--- src/rtl/i2c_seq_pkg.sv ---
// Shared constants, state/op encodings and the per-step operation table for i2c_cmd_sequencer.
package i2c_seq_pkg;

  localparam logic [8:0] REG_CTRL = 9'h000;
  localparam logic [8:0] REG_STAT = 9'h004;
  localparam logic [8:0] REG_DATA = 9'h008;

  localparam int CTRL_CR2  = 7;
  localparam int CTRL_ENS1 = 6;
  localparam int CTRL_STA  = 5;
  localparam int CTRL_STO  = 4;
  localparam int CTRL_SI   = 3;
  localparam int CTRL_AA   = 2;

  localparam logic [7:0] STAT_START      = 8'h08;
  localparam logic [7:0] STAT_RSTART     = 8'h10;
  localparam logic [7:0] STAT_SLA_W_ACK  = 8'h18;
  localparam logic [7:0] STAT_DATA_W_ACK = 8'h28;
  localparam logic [7:0] STAT_SLA_R_ACK  = 8'h40;
  localparam logic [7:0] STAT_DATA_R_NAK = 8'h58;

  typedef enum logic [2:0] {
    INIT, IDLE, APB_XFER, WAIT_INT, CHK_STAT, STOP, DONE
  } seq_state_e;

  typedef enum logic [3:0] {
    OP_STA, OP_CLR, OP_DEV_W, OP_DEV_R, OP_REG, OP_WDATA, OP_RD_DATA, OP_END
  } op_e;

  typedef struct packed {
    op_e        op;
    logic       wait_int;
    logic [7:0] exp_stat;
  } seq_op_t;

  // SI and AA are always written as 0: every CTRL write also acknowledges SI
  function automatic logic [7:0] ctrl_word(input logic [2:0] cr, input logic sta,
                                           input logic sto);
    logic [7:0] w;
    w            = '0;
    w[CTRL_CR2]  = cr[2];
    w[CTRL_ENS1] = 1'b1;
    w[CTRL_STA]  = sta;
    w[CTRL_STO]  = sto;
    w[CTRL_SI]   = 1'b0;
    w[CTRL_AA]   = 1'b0;
    w[1:0]       = cr[1:0];
    return w;
  endfunction

  function automatic seq_op_t seq_op(input logic rd, input logic [3:0] step);
    seq_op_t s;
    s = '{OP_END, 1'b0, 8'h00};
    if (!rd) begin
      case (step)
        4'd0:    s = '{OP_STA,   1'b1, STAT_START};
        4'd1:    s = '{OP_DEV_W, 1'b0, 8'h00};
        4'd2:    s = '{OP_CLR,   1'b1, STAT_SLA_W_ACK};
        4'd3:    s = '{OP_REG,   1'b0, 8'h00};
        4'd4:    s = '{OP_CLR,   1'b1, STAT_DATA_W_ACK};
        4'd5:    s = '{OP_WDATA, 1'b0, 8'h00};
        4'd6:    s = '{OP_CLR,   1'b1, STAT_DATA_W_ACK};
        default: s = '{OP_END,   1'b0, 8'h00};
      endcase
    end else begin
      case (step)
        4'd0:    s = '{OP_STA,     1'b1, STAT_START};
        4'd1:    s = '{OP_DEV_W,   1'b0, 8'h00};
        4'd2:    s = '{OP_CLR,     1'b1, STAT_SLA_W_ACK};
        4'd3:    s = '{OP_REG,     1'b0, 8'h00};
        4'd4:    s = '{OP_CLR,     1'b1, STAT_DATA_W_ACK};
        4'd5:    s = '{OP_STA,     1'b1, STAT_RSTART};
        4'd6:    s = '{OP_DEV_R,   1'b0, 8'h00};
        4'd7:    s = '{OP_CLR,     1'b1, STAT_SLA_R_ACK};
        4'd8:    s = '{OP_CLR,     1'b1, STAT_DATA_R_NAK};
        4'd9:    s = '{OP_RD_DATA, 1'b0, 8'h00};
        default: s = '{OP_END,     1'b0, 8'h00};
      endcase
    end
    return s;
  endfunction

endpackage

--- src/rtl/apb_single_master.sv ---
// One APB read or write per start pulse; done marks the access cycle, where PRDATA is valid.
module apb_single_master (
  input  logic       PCLK,
  input  logic       PRESETN,
  input  logic       start,
  input  logic       write,
  input  logic [8:0] addr,
  input  logic [7:0] wdata,
  output logic       done,
  output logic [7:0] rdata,
  output logic       PSEL,
  output logic       PENABLE,
  output logic       PWRITE,
  output logic [8:0] PADDR,
  output logic [7:0] PWDATA,
  input  logic [7:0] PRDATA
);

  // start is only honoured while idle, so a held start cannot stretch a transfer
  always_ff @(posedge PCLK or negedge PRESETN) begin
    if (!PRESETN) begin
      PSEL    <= 1'b0;
      PENABLE <= 1'b0;
      PWRITE  <= 1'b0;
      PADDR   <= '0;
      PWDATA  <= '0;
    end else if (!PSEL) begin
      if (start) begin
        PSEL   <= 1'b1;
        PWRITE <= write;
        PADDR  <= addr;
        PWDATA <= wdata;
      end
    end else if (!PENABLE) begin
      PENABLE <= 1'b1;
    end else begin
      PSEL    <= 1'b0;
      PENABLE <= 1'b0;
    end
  end

  assign done  = PSEL & PENABLE;
  assign rdata = PRDATA;

endmodule

--- src/rtl/i2c_cmd_sequencer.sv ---
// Drives a CoreI2C through single-register write/read transactions over APB.
// Optional I2C_SEQ_TIMEOUT_EN adds a 16-bit watchdog on each interrupt wait.
//
// state    | meaning
// INIT     | one CTRL write enabling the core after reset
// IDLE     | cmd_ready high, waiting for a command
// APB_XFER | issue the core operation selected by step
// WAIT_INT | wait for the core's SI interrupt
// CHK_STAT | read STAT and compare with the expected code
// STOP     | write CTRL with STO set
// DONE     | one-cycle response pulse
module i2c_cmd_sequencer #(
  parameter logic [2:0] CR_SEL         = 3'b000,
  parameter int         TIMEOUT_CYCLES = 65535
) (
  input  logic       PCLK,
  input  logic       PRESETN,
  input  logic       cmd_valid,
  output logic       cmd_ready,
  input  logic       cmd_rd,
  input  logic [6:0] cmd_dev,
  input  logic [7:0] cmd_reg,
  input  logic [7:0] cmd_wdata,
  output logic       rsp_valid,
  output logic [7:0] rsp_rdata,
  output logic       rsp_err,
  output logic       PSEL,
  output logic       PENABLE,
  output logic       PWRITE,
  output logic [8:0] PADDR,
  output logic [7:0] PWDATA,
  input  logic [7:0] PRDATA,
  input  logic       i2c_int
);
  import i2c_seq_pkg::*;

  if (TIMEOUT_CYCLES < 1 || TIMEOUT_CYCLES > 65535) begin : g_bad_timeout
    $error("TIMEOUT_CYCLES must fit the 16-bit wait counter");
  end

  seq_state_e state_q, state_d;
  logic [3:0] step_q, step_d;
  logic       err_q, err_d;
  logic [7:0] rdata_q, rdata_d;
  logic       capture;
  logic       rd_q;
  logic [6:0] dev_q;
  logic [7:0] reg_q, wdata_q;
  logic       apb_start, apb_write, apb_done;
  logic [8:0] apb_addr;
  logic [7:0] apb_wdata, apb_rdata;
  logic       tmo_hit;
  seq_op_t    cur;

  assign cur = seq_op(rd_q, step_q);

`ifdef I2C_SEQ_TIMEOUT_EN
  localparam logic [15:0] TMO_LOAD = 16'(TIMEOUT_CYCLES);
  logic [15:0] tmo_cnt;

  always_ff @(posedge PCLK or negedge PRESETN) begin
    if (!PRESETN)                tmo_cnt <= TMO_LOAD;
    else if (state_q != WAIT_INT) tmo_cnt <= TMO_LOAD;
    else if (tmo_cnt != 16'd0)   tmo_cnt <= tmo_cnt - 16'd1;
  end

  assign tmo_hit = (state_q == WAIT_INT) && (tmo_cnt == 16'd0);
`else
  assign tmo_hit = 1'b0;
`endif

  always_comb begin
    state_d   = state_q;
    step_d    = step_q;
    err_d     = err_q;
    rdata_d   = rdata_q;
    capture   = 1'b0;
    apb_start = 1'b0;
    apb_write = 1'b1;
    apb_addr  = REG_CTRL;
    apb_wdata = ctrl_word(CR_SEL, 1'b0, 1'b0);
    case (state_q)
      INIT: begin
        apb_start = !PSEL;
        if (apb_done) state_d = IDLE;
      end
      IDLE: begin
        if (cmd_valid) begin
          capture = 1'b1;
          step_d  = 4'd0;
          err_d   = 1'b0;
          state_d = APB_XFER;
        end
      end
      APB_XFER: begin
        case (cur.op)
          OP_STA:     apb_wdata = ctrl_word(CR_SEL, 1'b1, 1'b0);
          OP_CLR:     apb_wdata = ctrl_word(CR_SEL, 1'b0, 1'b0);
          OP_DEV_W:   begin apb_addr = REG_DATA; apb_wdata = {dev_q, 1'b0}; end
          OP_DEV_R:   begin apb_addr = REG_DATA; apb_wdata = {dev_q, 1'b1}; end
          OP_REG:     begin apb_addr = REG_DATA; apb_wdata = reg_q; end
          OP_WDATA:   begin apb_addr = REG_DATA; apb_wdata = wdata_q; end
          OP_RD_DATA: begin apb_addr = REG_DATA; apb_write = 1'b0; end
          default:    ;
        endcase
        if (cur.op == OP_END) begin
          state_d = STOP;
        end else begin
          apb_start = !PSEL;
          if (apb_done) begin
            if (cur.op == OP_RD_DATA) rdata_d = apb_rdata;
            if (cur.wait_int) state_d = WAIT_INT;
            else              step_d  = step_q + 4'd1;
          end
        end
      end
      WAIT_INT: begin
        if (i2c_int) begin
          state_d = CHK_STAT;
        end else if (tmo_hit) begin
          err_d   = 1'b1;
          state_d = STOP;
        end
      end
      CHK_STAT: begin
        apb_write = 1'b0;
        apb_addr  = REG_STAT;
        apb_start = !PSEL;
        if (apb_done) begin
          if (apb_rdata != cur.exp_stat) begin
            err_d   = 1'b1;
            state_d = STOP;
          end else begin
            step_d  = step_q + 4'd1;
            state_d = APB_XFER;
          end
        end
      end
      STOP: begin
        apb_wdata = ctrl_word(CR_SEL, 1'b0, 1'b1);
        apb_start = !PSEL;
        if (apb_done) state_d = DONE;
      end
      DONE:    state_d = IDLE;
      default: state_d = INIT;
    endcase
  end

  always_ff @(posedge PCLK or negedge PRESETN) begin
    if (!PRESETN) begin
      state_q <= INIT;
      step_q  <= '0;
      err_q   <= 1'b0;
      rdata_q <= '0;
    end else begin
      state_q <= state_d;
      step_q  <= step_d;
      err_q   <= err_d;
      rdata_q <= rdata_d;
    end
  end

  always_ff @(posedge PCLK or negedge PRESETN) begin
    if (!PRESETN) begin
      rd_q    <= 1'b0;
      dev_q   <= '0;
      reg_q   <= '0;
      wdata_q <= '0;
    end else if (capture) begin
      rd_q    <= cmd_rd;
      dev_q   <= cmd_dev;
      reg_q   <= cmd_reg;
      wdata_q <= cmd_wdata;
    end
  end

  apb_single_master u_apb (
    .PCLK    (PCLK),
    .PRESETN (PRESETN),
    .start   (apb_start),
    .write   (apb_write),
    .addr    (apb_addr),
    .wdata   (apb_wdata),
    .done    (apb_done),
    .rdata   (apb_rdata),
    .PSEL    (PSEL),
    .PENABLE (PENABLE),
    .PWRITE  (PWRITE),
    .PADDR   (PADDR),
    .PWDATA  (PWDATA),
    .PRDATA  (PRDATA)
  );

  assign cmd_ready = (state_q == IDLE);
  assign rsp_valid = (state_q == DONE);
  assign rsp_err   = err_q;
  assign rsp_rdata = rdata_q;

endmodule

--- config.mk ---
export PLATFORM = sky130hd
export DESIGN_NAME = i2c_cmd_sequencer
export DESIGN_NICKNAME = d
export VERILOG_FILES = /design/src/rtl/i2c_seq_pkg.sv /design/src/rtl/apb_single_master.sv /design/src/rtl/i2c_cmd_sequencer.sv
export SDC_FILE = /design/constraint.sdc
export NUM_CORES = 1
export LEC_CHECK = 0
export ABC_AREA = 1
export CAP_MARGIN = 20
export CORE_ASPECT_RATIO = 1.2
export CORE_MARGIN = 2
export CORE_UTILIZATION = 55
export DETAILED_ROUTE_END_ITERATION = 10
export GPL_TIMING_DRIVEN = 0
export PLACE_DENSITY = 0.83
export SYNTH_ARGS = -nofsm -noshare
export SYNTH_HDL_FRONTEND = slang
export SYNTH_HIERARCHICAL = 1
export SYNTH_SLANG_ARGS = --single-unit
--- constraint.sdc ---
create_clock -name PCLK -period 4 [get_ports PCLK]
set_input_delay 0.6 -clock PCLK [delete_from_list [all_inputs] [get_ports PCLK]]
set_output_delay 0.6 -clock PCLK [all_outputs]
set_load 0.01 [all_outputs]
**Selected gate families**

Scale: 4 px per um.
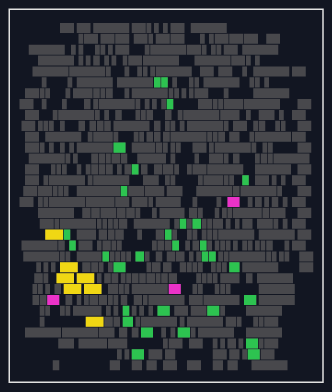
legend:
  XOR/XNOR gates:
    colour: magenta
    cells: 3
  inverting AOI/OAI gates:
    colour: green
    cells: 30
  adder and majority cells:
    colour: yellow
    cells: 7
    where: south-west

==> tab_implementation.tex <==
% Yosys + OpenROAD metrics
\begin{tabular}{lr}
\hline
Metric & Value \\
\hline
\multicolumn{2}{l}{\textbf{Outcome}} \\
Run status & finished clean \\
\multicolumn{2}{l}{\textbf{Routing}} \\
Violation tally from detailed-route iteration zero & 226 \\
Antenna Nets Post-Route & 0 \\
Sum of routed wire segments on met1 & 3205 um \\
DRC violations left & 0 \\
Final wirelength & 7784 um \\
Average via count per standard cell & 5.110 \\
Average wire per standard cell & 12.41 um \\
Routed via count & 3204 \\
Met2 layer wire length in the routed design & 3972 um \\
Top Layer Used & met4 \\
Drt first pass iters & 4 \\
\multicolumn{2}{l}{\textbf{STA}} \\
Final sum of negative setup slack & 0 ns \\
RSZ-0062 raised after global routing & no \\
Final Hold Vio Count & 0 \\
Final tally of max-slew violations & 0 \\
Final setup slack of the worst path & 1.367 ns \\
Normalized max-slew margin & 0.5876 \\
Tightest Pin Transition & 0.6187 ns \\
Maximum frequency from static timing analysis & 379.8 MHz \\
Post-route minimum period & 2.633 ns \\
\multicolumn{2}{l}{\textbf{Global routing}} \\
M2 GR Usage & 0.3944 \\
Largest net degree at the start of global routing & 35 \\
Antenna violations before repair & 0 \\
Global router's overall resource usage & 0.2351 \\
Most Used Layer, Global Route & met2 \\
Global-route wire length before repair & 13430 um \\
\multicolumn{2}{l}{\textbf{Layout}} \\
Share of final-layout standard cells stronger than drive strength 1 & 0.1808 \\
Register containing the most flip-flops in the final layout & u\_apb/PADDR \\
Post-layout net count & 582 \\
Dominant logic cell types in the final layout & sky130\_fd\_sc\_hd\_\_nand2\_1, sky130\_fd\_sc\_hd\_\_dfrtp\_1, sky130\_fd\_sc\_hd\_\_clkdlybuf4s50\_1, sky130\_fd\_sc\_hd\_\_nand3\_1, sky130\_fd\_sc\_hd\_\_inv\_1 \\
\# diodes & 0 \\
\multicolumn{2}{l}{\textbf{Yosys}} \\
Multiplexer share of the synthesized area & 0 \\
Area leader, netlist & sky130\_fd\_sc\_hd\_\_dfrtp\_1 \\
Yosys aoi share & 0.05667 \\
Simple share & 0.3991 \\
Post-synthesis instance area & 3621 um\^{}2 \\
Register area share after synthesis & 0.4147 \\
Dominant register cell in the synthesized netlist & sky130\_fd\_sc\_hd\_\_dfrtp\_1 \\
Proportion of register bits with asynchronous set or reset after synthesis & 1.000 \\
Synth top area share & 0.4147 \\
Register bit count reported by yosys & 60 \\
Adder-cell area share of the yosys netlist & 0.02419 \\
Mean area per synthesized cell & 7.821 um\^{}2 \\
Tally of unique sky130hd cells used after synthesis & 38 \\
Top logic family & simple AND/OR/NAND/NOR gates \\
Most instantiated library cell after synthesis & sky130\_fd\_sc\_hd\_\_nand2\_1 \\
Top cells by count, synth & sky130\_fd\_sc\_hd\_\_nand2\_1, sky130\_fd\_sc\_hd\_\_dfrtp\_1, sky130\_fd\_sc\_hd\_\_nand3\_1 \\
\multicolumn{2}{l}{\textbf{Worst setup path}} \\
CP top delay family & simple AND/OR/NAND/NOR gates \\
Critical register-to-register path startpoint & step\_q[0] \\
Depth of the most critical reg-to-reg path & 16 \\
Cell with the biggest individual delay on the critical path & sky130\_fd\_sc\_hd\_\_dfrtp\_1 \\
Largest stage delay on the critical path & 0.45 ns \\
Nature of the critical path endpoint & flop \\
Peak fanout along the critical path & 10 \\
Classification of the worst setup path & flop to flop \\
CP startpoint kind & flop \\
Reg2Reg Setup Slack & 1.37 ns \\
Number of buffers and inverters on the critical path & 3 \\
List of cells traversed by the critical path & inv\_1 > ha\_1 > nor2\_1 > nor2\_1 > nor2\_1 > nand2\_2 > nor2\_4 > nor2\_8 > nand3\_4 > nand2\_1 > a211oi\_1 > buf\_4 > nand2\_4 > buf\_6 > nand2\_1 > nand2\_1 \\
\multicolumn{2}{l}{\textbf{Clock tree}} \\
Buffer cell driving the clock tree root & sky130\_fd\_sc\_hd\_\_clkbuf\_8 \\
Clock transition at path regs & 0.06 ns \\
Maximum buffer depth of the clock tree & 2 \\
Post CTS Setup Buffer Count & 0 \\
CTS tree & done \\
Total CTS buffers & 9 \\
Clock sink count & 60 \\
Htree depth & 3 \\
Gates resized, CTS repair & 0 \\
\multicolumn{2}{l}{\textbf{Floorplanning}} \\
FP Util & 0.5652 \\
Core region area & 6406 um\^{}2 \\
Overall die height & 92.89 um \\
Total die area & 7252 um\^{}2 \\
Ports placed on the boundary & 67 \\
Width of the die & 78.07 um \\
\multicolumn{2}{l}{\textbf{Place}} \\
Placed wire-length estimate after detailed placement & 5885 um \\
Number of buffers inserted by port buffering & 58 \\
\multicolumn{2}{l}{\textbf{Run}} \\
Maxcap violations & 0 \\
Tally of OpenROAD warnings & 31 \\
\multicolumn{2}{l}{\textbf{Hold path}} \\
Type of the most critical hold path & input pin to asynchronous set/reset pin \\
\multicolumn{2}{l}{\textbf{Power}} \\
P per Cell Area & 719.4 nW/um\^{}2 \\
\hline
\end{tabular}
**Wiring by layer**

Scale: 4 px per um.
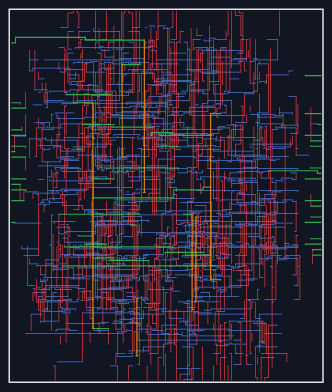
legend:
  met2:
    colour: red
    wire_length: 3970 um
  met1:
    colour: blue
    wire_length: 3210 um
  met4:
    colour: orange
    wire_length: 218 um
  met3:
    colour: green
    wire_length: 388 um

kinds of logic (layout without fill, tap and decap cells):
logic type	count (synthesis)	count (layout)
flops	60	60
buf+inv	63	136
compound gates	31	31
fa+ha+maj	7	7
xor+xnor	3	3
other cells	1	7
simple gates	298	298
worst max-delay path by stage:
stage | from | to | slack [ns] | depth (start not counted)
final | step_q[0] | u_apb/PADDR[2] | 1.37 | 16
after global routing | step_q[0] | u_apb/PWDATA[4] | 1.19 | 16
after CTS | step_q[0] | u_apb/PWDATA[1] | 1.38 | 16
after detailed placement | step_q[0] | u_apb/PADDR[2] | 1.40 | 16
after global placement | PRESETN | u_apb/PWDATA[2] | 0.46 | 1
after floorplan | step_q[0] | u_apb/PADDR[0] | 1.72 | 16
through the flow:
| stage | cells | hold slack (ns) | total power (uW) | utilization | area [um^2] |
|---|---|---|---|---|---|
| 2_1_floorplan | 469 | 0.3044 | 2223 | - | 3643 |
| 3_3_place_gp | 612 | 0.4525 | 2683 | 0.6760 | 4330 |
| 3_5_place_dp | 613 | 0.4578 | 2744 | 0.6783 | 4345 |
| 4_1_cts | 627 | 0.2872 | 3269 | 0.7063 | 4524 |
| 5_1_grt | 627 | 0.3267 | 3519 | 0.7063 | 4524 |
| 6_report | 627 | 0.2765 | 3255 | 0.7063 | 4524 |
final cells by class:
class	count	area, um^2
clock buffers	9	123.9
plain buffers	24	200.2
inverters	39	151.4
clock inverters	5	55.05
fillers	543	1882
well taps	85	106.4
multi-input cells	346	1790
repair buffers	59	595.6
flip-flops and latches	60	1501
power breakdown:
group          total [uW]  switching, uW  internal (uW)
registers             999            156            843
logic                1750           1050            694
clock network         511            233            278
Power is estimated from default activity; no workload was simulated.
